[src/rtl/pc_fetch_unit_pkg.sv]
// Shared definitions for the instruction-fetch stage: fetch state encoding,
// instruction size and the jump opcodes that decode uses to drive jump/jal.
package pc_fetch_unit_pkg;

  // Fetch state encoding
  localparam logic [1:0] ST_BOOT   = 2'd0;
  localparam logic [1:0] ST_RUN    = 2'd1;
  localparam logic [1:0] ST_HALTED = 2'd2;

  localparam int unsigned INSTR_BYTES = 4;
  localparam int unsigned ADDR_W      = 32;

  // Opcodes for decode-side jump recognition
  localparam logic [5:0] OP_J   = 6'b000010;
  localparam logic [5:0] OP_JAL = 6'b000011;

endpackage

[src/rtl/pc_fetch_unit_next_calc.sv]
// pc_next_calc: combinational next-PC selection and fault detection.
// Ports:
//   pc, if_pc_plus4, if_valid          current PC and IF/ID state
//   jump_reg/jr_target, jump/jump_target, branch_taken/branch_offset  redirects
//   pc_plus4    sequential successor of pc
//   next_pc     selected next PC (redirect target or pc_plus4)
//   redirect    a redirect is being honoured (if_valid gated)
//   next_fault  next_pc is misaligned or beyond instruction memory
module pc_next_calc
  import pc_fetch_unit_pkg::*;
#(
  parameter int unsigned MEM_WORDS = 250
) (
  input  logic [31:0] pc,
  input  logic [31:0] if_pc_plus4,
  input  logic        if_valid,
  input  logic        jump_reg,
  input  logic [31:0] jr_target,
  input  logic        jump,
  input  logic [25:0] jump_target,
  input  logic        branch_taken,
  input  logic [15:0] branch_offset,
  output logic [31:0] pc_plus4,
  output logic [31:0] next_pc,
  output logic        redirect,
  output logic        next_fault
);

  localparam logic [31:0] MEM_BYTES = 32'(MEM_WORDS * INSTR_BYTES);

  logic [31:0] branch_disp;

  assign pc_plus4    = pc + 32'(INSTR_BYTES);
  // Word offset sign-extended and scaled to bytes
  assign branch_disp = {{14{branch_offset[15]}}, branch_offset, 2'b00};

  // Redirects only count when decode holds a live instruction
  assign redirect = if_valid & (jump_reg | jump | branch_taken);

  // Priority: jr > j/jal > branch > sequential
  always_comb begin
    next_pc = pc_plus4;
    if (if_valid) begin
      if (jump_reg) begin
        next_pc = jr_target;
      end else if (jump) begin
        next_pc = {if_pc_plus4[31:28], jump_target, 2'b00};
      end else if (branch_taken) begin
        next_pc = if_pc_plus4 + branch_disp;
      end
    end
  end

  assign next_fault = (next_pc[1:0] != 2'b00) || (next_pc >= MEM_BYTES);

endmodule

[src/rtl/pc_fetch_unit.sv]
// pc_fetch_unit: owns the program counter, drives the instruction-memory
// address and captures fetched instructions into the IF/ID register.
// Ports:
//   clk, reset            clock, synchronous active-high reset
//   stall, halt           decode hazard hold / permanent stop request
//   branch_*, jump*, jr_* redirect requests from decode
//   instruction           combinational read data for pc_addr
//   pc_addr               current PC (straight from the flop)
//   if_instr, if_pc_plus4, if_valid  IF/ID register
//   fetch_fault           sticky bad-target flag
//   halted                stage is in HALTED state
module pc_fetch_unit
  import pc_fetch_unit_pkg::*;
#(
  parameter logic [31:0] BOOT_ADDR = 32'd40,
  parameter int unsigned MEM_WORDS = 250
) (
  input  logic        clk,
  input  logic        reset,
  input  logic        stall,
  input  logic        halt,
  input  logic        branch_taken,
  input  logic [15:0] branch_offset,
  input  logic        jump,
  input  logic [25:0] jump_target,
  input  logic        jump_reg,
  input  logic [31:0] jr_target,
  input  logic [31:0] instruction,
  output logic [31:0] pc_addr,
  output logic [31:0] if_instr,
  output logic [31:0] if_pc_plus4,
  output logic        if_valid,
  output logic        fetch_fault,
  output logic        halted
);

  logic [1:0]  state, state_nxt;
  logic [31:0] pc, pc_nxt;
  logic [31:0] if_instr_nxt, if_pc_plus4_nxt;
  logic        if_valid_nxt, fetch_fault_nxt;

  logic [31:0] pc_plus4, next_pc;
  logic        redirect, next_fault;

  pc_next_calc #(
    .MEM_WORDS(MEM_WORDS)
  ) u_next_calc (
    .pc            (pc),
    .if_pc_plus4   (if_pc_plus4),
    .if_valid      (if_valid),
    .jump_reg      (jump_reg),
    .jr_target     (jr_target),
    .jump          (jump),
    .jump_target   (jump_target),
    .branch_taken  (branch_taken),
    .branch_offset (branch_offset),
    .pc_plus4      (pc_plus4),
    .next_pc       (next_pc),
    .redirect      (redirect),
    .next_fault    (next_fault)
  );

  assign pc_addr = pc;

  // State and IF/ID registers
  always_ff @(posedge clk) begin
    if (reset) begin
      state       <= ST_BOOT;
      pc          <= BOOT_ADDR;
      if_instr    <= '0;
      if_pc_plus4 <= '0;
      if_valid    <= 1'b0;
      fetch_fault <= 1'b0;
      halted      <= 1'b0;
    end else begin
      state       <= state_nxt;
      pc          <= pc_nxt;
      if_instr    <= if_instr_nxt;
      if_pc_plus4 <= if_pc_plus4_nxt;
      if_valid    <= if_valid_nxt;
      fetch_fault <= fetch_fault_nxt;
      halted      <= (state_nxt == ST_HALTED);
    end
  end

  // Next-state and register update selection
  always_comb begin
    state_nxt       = state;
    pc_nxt          = pc;
    if_instr_nxt    = if_instr;
    if_pc_plus4_nxt = if_pc_plus4;
    if_valid_nxt    = if_valid;
    fetch_fault_nxt = fetch_fault;

    case (state)
      ST_BOOT: begin
        // Boot fetch is unconditional; decode inputs are meaningless here
        if_instr_nxt    = instruction;
        if_pc_plus4_nxt = pc_plus4;
        if_valid_nxt    = 1'b1;
        pc_nxt          = pc_plus4;
        state_nxt       = ST_RUN;
      end
      ST_RUN: begin
        if (halt) begin
          state_nxt    = ST_HALTED;
          if_valid_nxt = 1'b0;
        end else if (!stall) begin
          if (next_fault) begin
            fetch_fault_nxt = 1'b1;
            state_nxt       = ST_HALTED;
            if_valid_nxt    = 1'b0;
          end else begin
            // Wrong-path fetch still loads IF/ID but is marked invalid
            if_instr_nxt    = instruction;
            if_pc_plus4_nxt = pc_plus4;
            if_valid_nxt    = ~redirect;
            pc_nxt          = next_pc;
          end
        end
      end
      ST_HALTED: begin
        if_valid_nxt = 1'b0;
      end
      default: begin
        state_nxt    = ST_HALTED;
        if_valid_nxt = 1'b0;
      end
    endcase
  end

endmodule

[config.mk]
export PLATFORM = sky130hd
export DESIGN_NAME = pc_fetch_unit
export DESIGN_NICKNAME = d
export VERILOG_FILES = /design/src/rtl/pc_fetch_unit_pkg.sv /design/src/rtl/pc_fetch_unit_next_calc.sv /design/src/rtl/pc_fetch_unit.sv
export SDC_FILE = /design/constraint.sdc
export NUM_CORES = 1
export LEC_CHECK = 0
export CAP_MARGIN = 15
export CORE_ASPECT_RATIO = 2
export CORE_MARGIN = 4
export CORE_UTILIZATION = 44
export CTS_BUF_LIST = sky130_fd_sc_hd__clkbuf_4 sky130_fd_sc_hd__clkbuf_8
export DETAILED_ROUTE_END_ITERATION = 8
export MAX_ROUTING_LAYER = met4
export PLACE_DENSITY = 0.79
export SLEW_MARGIN = 20
export SYNTH_ARGS = -nofsm -noshare
export SYNTH_HDL_FRONTEND = slang
export SYNTH_SLANG_ARGS = --single-unit
[constraint.sdc]
create_clock -name clk -period 4.8 [get_ports clk]
set_input_delay 0.96 -clock clk [delete_from_list [all_inputs] [get_ports clk]]
set_output_delay 0.96 -clock clk [all_outputs]
set_load 0.02 [all_outputs]
**Signal metal coverage by tile**

The die is cut into 10 by 20 equal tiles; black is low, pale yellow is high, scaled to the fullest tile. Values are wire area over tile area, all layers added.
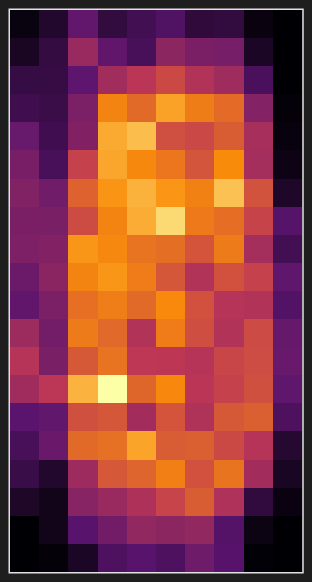
densest ninth of the die = middle
mean over tiles = 0.31
tiles over half the peak = 41%
fullest tile = 0.73

**Wiring by layer**

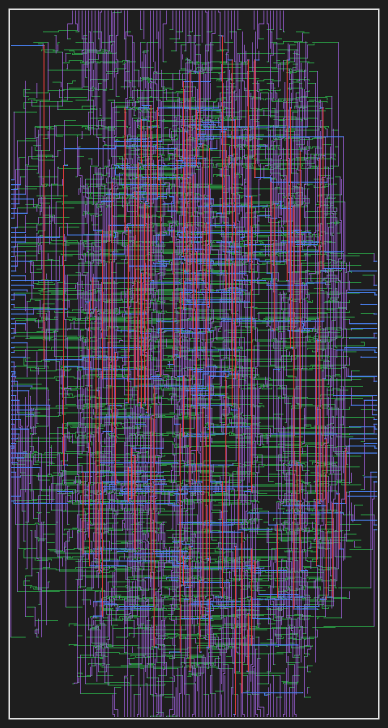
purple -> metal 2  # wire length 18,900 um
red -> metal 4  # wire length 3,660 um
green -> metal 1  # wire length 12,900 um
blue -> metal 3  # wire length 2,260 um
GRT Util Overall: 0.360
vias: 10,200
final wirelength: 37,700 um
drt wl/cell: 23.3 um

==> GITHUB_STEP_SUMMARY <==
### Metrics collected by this job

| Metric | Value |
|---|---|
| Most used logic cell in the final layout | clkdlybuf4s50_1 |
| #FFs+latches synth | 101 |
| Post-synthesis sequential area ratio | 0.247 |
| Synth Net Count | 1,228 |
| Fillers | 1,603 |
| Asr flop ratio synth | 0 |
| Flop count | 101 |
| Sw Pwr | 0.00151 W |
| Max transition margin | 0.354 |
| Data required time of the worst path | 5.05 ns |
| CTS root buffer | clkbuf_8 |
| Endpoint type of the worst setup path | register |
| Largest area contributor in the netlist | dfxtp_1 |
| Total power | 0.00359 W |
| Logic area | 0.00598 mm2 |
| Ys cells | 1,084 |
| Area share, top type | 0.247 |
| Endpoint, Worst Hold | fetch_fault |
| Post-Synth Adder-Cell Area | 0.0483 |
| Tally of non-filler cells in the final layout | approximately 1,600 |
| Max-cap viol count | 0 |
| Largest stage delay, worst path | 0.51 ns |
| Total global routing overflow | 0 |
| Post-synth top cells | nor2_1, dfxtp_1, a21oi_1, nand2_1, o21ai_0 |
| Met1 WL | 12,900 um |
| Post-layout period usage of the worst path | 0.989 |
| Number of synthesized flops with an enable pin | 0 |
| Via/cell ratio | 6.31 |
| Post-route setup TNS | 0 ns |
| CP Class | in2reg |
| Synth cell types | between 80 and 90 |
| Fp_density | 0.447 |
| Synth Area per Inst | 7.55 um2 |
| Cts repair resizes | 5 |
| Worst path cell trace | clkdlybuf4s50_1 > ha_1 > buf_4 > nand2_2 > nor3_4 > a221oi_4 > a311oi_2 > o311ai_1 > o31ai_2 > or4b_4 > a21oi_4 > nand4_4 > o21ai_4 > buf_6 > buf_12 > mux2i_2 > nor2_1 |
| Max layer used | met4 |
| Placed inst area | around 0.012 mm2 |
| Leading cell kind | multi-input combinational cells |
| Crit path buffers/inverters | 4 |
| Multi-input combinational area share | 0.495 |
| Status | finished clean |
| Worst Skew | around 0.032 ns |
| Inverters | 20 |
| Total tool warning count | 26 |
| Flop share of the area | 0.167 |
| DRC viols | 0 |
| Comb pwr | approximately 0.002 W |
| Busiest grt layer | met2 |
| First DRT Iteration DRCs | around 950 |
| Cells after Synth | 1,084 |
| Die area | 0.0210 mm2 |
| Vias in the first global route | 10,100 |
| FF-to-FF End | if_instr[13] |
| Worst-Margin Slew | slightly below 1 ns |
| Clock transition at path regs | 0.09 ns |
| Simple-gate area share of the yosys netlist | 0.250 |
| Combinational power share | 0.552 |
| GPL Wtd Cong | around 1.0 |
| Cts bufs inserted | 9 |
| CP max stage cell | a221oi_4 |
| Worst Setup SP | branch_offset[12] |
| Synth top cell by count | nor2_1 |
| Routed length on met3 | 2260 um |
| Hold slack | roughly 0.5 ns |
**Cells colored by class**

Bar = 20 um. Fill, decap, tap and diode cells in gray.
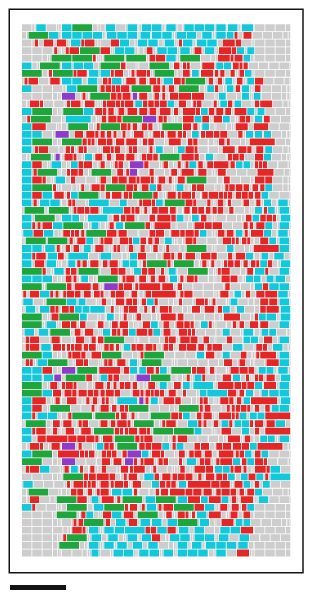
green -> sequential cells  # cells 101, share of their area 17%
cyan -> remaining buffers and delay cells  # cells 386, share of their area 30%
red -> combinational and other logic  # cells 902, share of their area 51%
purple -> clock drivers and dummy loads  # cells 16, share of their area 1.5%
core area: 0.0183 mm2
final core occ: 0.661
final instance area: 0.0121 mm2
site row count: 70

Power and IR drop assume default switching activity.
